**Clock network drawn from the DEF**

Scale bar: 50 um.
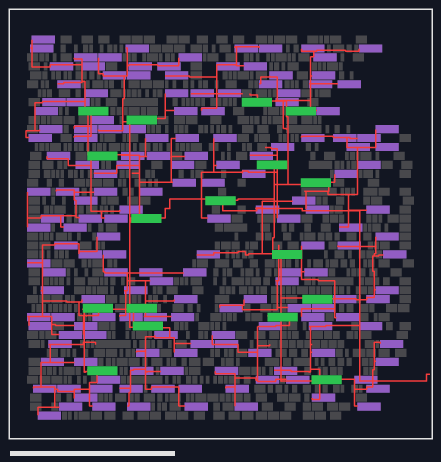
**Clock nets**

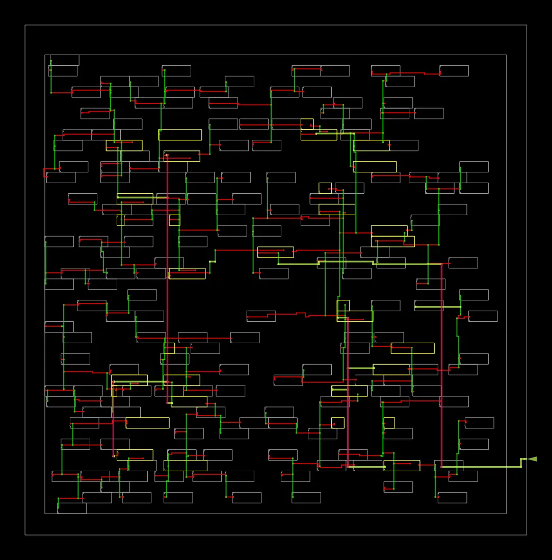
**Placed cells, one color a class**

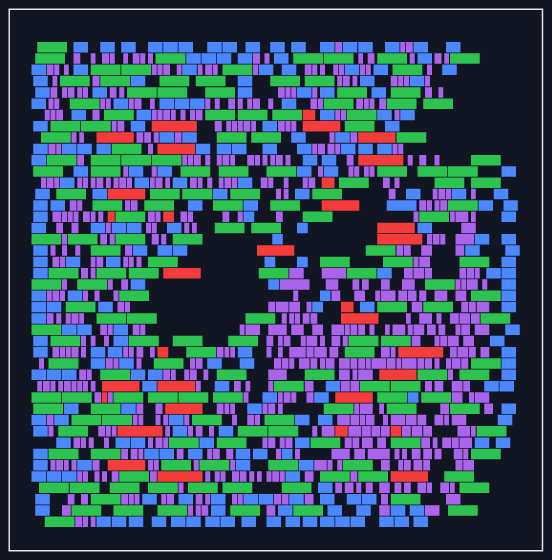
**Wiring by layer**

Scale bar: 50 um.
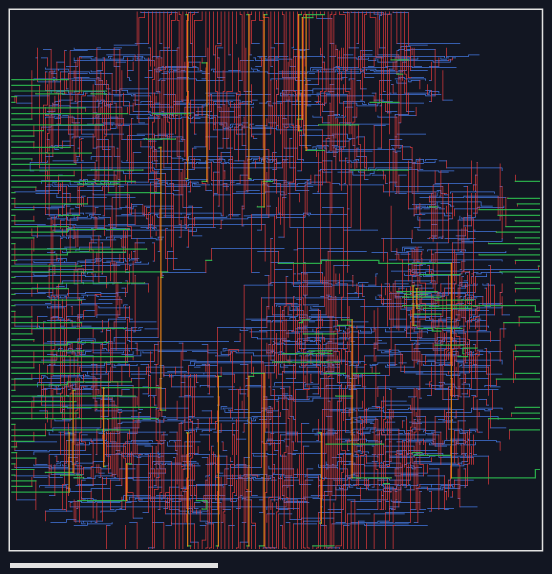
==> config.mk <==
export PLATFORM = sky130hd
export DESIGN_NAME = am_handler_splitter
export DESIGN_NICKNAME = d
export VERILOG_FILES = /design/src/rtl/am_pkg.sv /design/src/rtl/axis_reg_slot.sv /design/src/rtl/am_handler_splitter.sv
export SDC_FILE = /design/constraint.sdc
export NUM_CORES = 1
export LEC_CHECK = 0
export ABC_CLOCK_PERIOD_IN_PS = 5200
export CORE_AREA = 5 5 123 125
export DETAILED_ROUTE_END_ITERATION = 8
export DIE_AREA = 0 0 128 130
export PLACE_DENSITY = 0.86
export SYNTH_ARGS = -nofsm -noshare
export SYNTH_HDL_FRONTEND = slang
export SYNTH_SLANG_ARGS = --single-unit
==> constraint.sdc <==
create_clock -name clock -period 5.2 [get_ports clock]
set_clock_uncertainty 0.15 [all_clocks]
set_input_delay 1.04 -clock clock [delete_from_list [all_inputs] [get_ports clock]]
set_output_delay 1.04 -clock clock [all_outputs]
set_load 0.02 [all_outputs]
==> qor.txt <==
Status: complete, no violations
CP peak stage delay: 0.59 ns
Fmax: 0.274 GHz
Sequential share of power: 0.418
Unrepaired setup endpoints after global routing: no
Share of flip-flops with an asynchronous set or reset: 0
Initial antenna violation count: 0
Pre-CTS WS: 1.38 ns
Floorplan Nets: 901
Clock Network Area Fraction: 0.0693
MUX share of area: 0.0184
Min Hold Slack: 0.302 ns
Power in combinational cells: 0.000555 W
Worst VDD drop: 0.280 mV
Total CTS buffers: 17
Most used DFF post-synth: dfxtp_1
Sequential cell area share: 0.351
Global-route track usage on met2: 0.394
Min Clock Period, post-route: 3.65 ns
Tot Pwr: 0.00342 W
GP Congestion: 0.843
Sequential area share after synthesis: 0.520
Nonclk inv count: 8
Setup TNS: 0 ns
Cell Rows: 43
Internal: 0.00253 W
Initial Utilization: 0.475
Synth area leader: dfxtp_1
Logic area: 2930 um^2
TritonRoute pass-1 iters: 5
CTS Root Cell: clkbuf_16
Top sig layer: met4
First-pass GRT wire length: 31700 um
Gr usage total: 0.237
Post-Syn Area per Cell: 7.91 um^2
Tool Warnings: 27
Yosys adder share: 0.00765
TritonCTS clock tree: built
Cycle use final: 0.701
YS warnings: 0
Die H: 130 um
Placed cell count: 1198
Worst slew pin tran: 0.974 ns
Final-report hold violation count: 0
Wl on met1: 7910 um
Max Slew Vio Count: 0
Top cell by count, worst path: clkdlybuf4s50_1
Largest cell class: flip-flops and latches
WP buf/inv: 2
FF+latch area: 3400 um^2
Worst hold path class: reg -> reg
Total grt overflow: 0
Crit-path max FO: 4
Signal buffers: 245
H-tree levels: 4
WP data required: 4.01 ns
About 'clock network drawn from the DEF':
Key: green = cells driving clock nets [count 17]; red = clock wires [length 1930 um]; purple = flip-flops [count 170]
Position of the flops: widely spread. There are 18 routed clock nets.
P_clk: 0.00143 W
clk latency late pin: 0.42 ns
clock power share: 0.420

About 'clock nets':
TritonCTS Sinks: 170
Flop Count: 170
clk_buf instances: 18

About 'placed cells, one color a class':
Key: purple = all other logic [cells 603, share of their area 31%]; green = flip-flops [cells 170, share of their area 36%]; blue = other buffers and delay cells [cells 245, share of their area 26%]; red = clock drivers and dummy loads [cells 32, share of their area 7.1%]
Core ar.: 13800 um^2
Design Area, Final: 9700 um^2
final cell utilization of the core: 0.704

About 'wiring by layer':
Key: green = met3 [wire length 1650 um]; blue = met1 [wire length 7910 um]; orange = met4 [wire length 640 um]; red = met2 [wire length 9960 um]
via count: 6514
Routed Wire Length: 20200 um

Power is estimated from default activity; no workload was simulated.
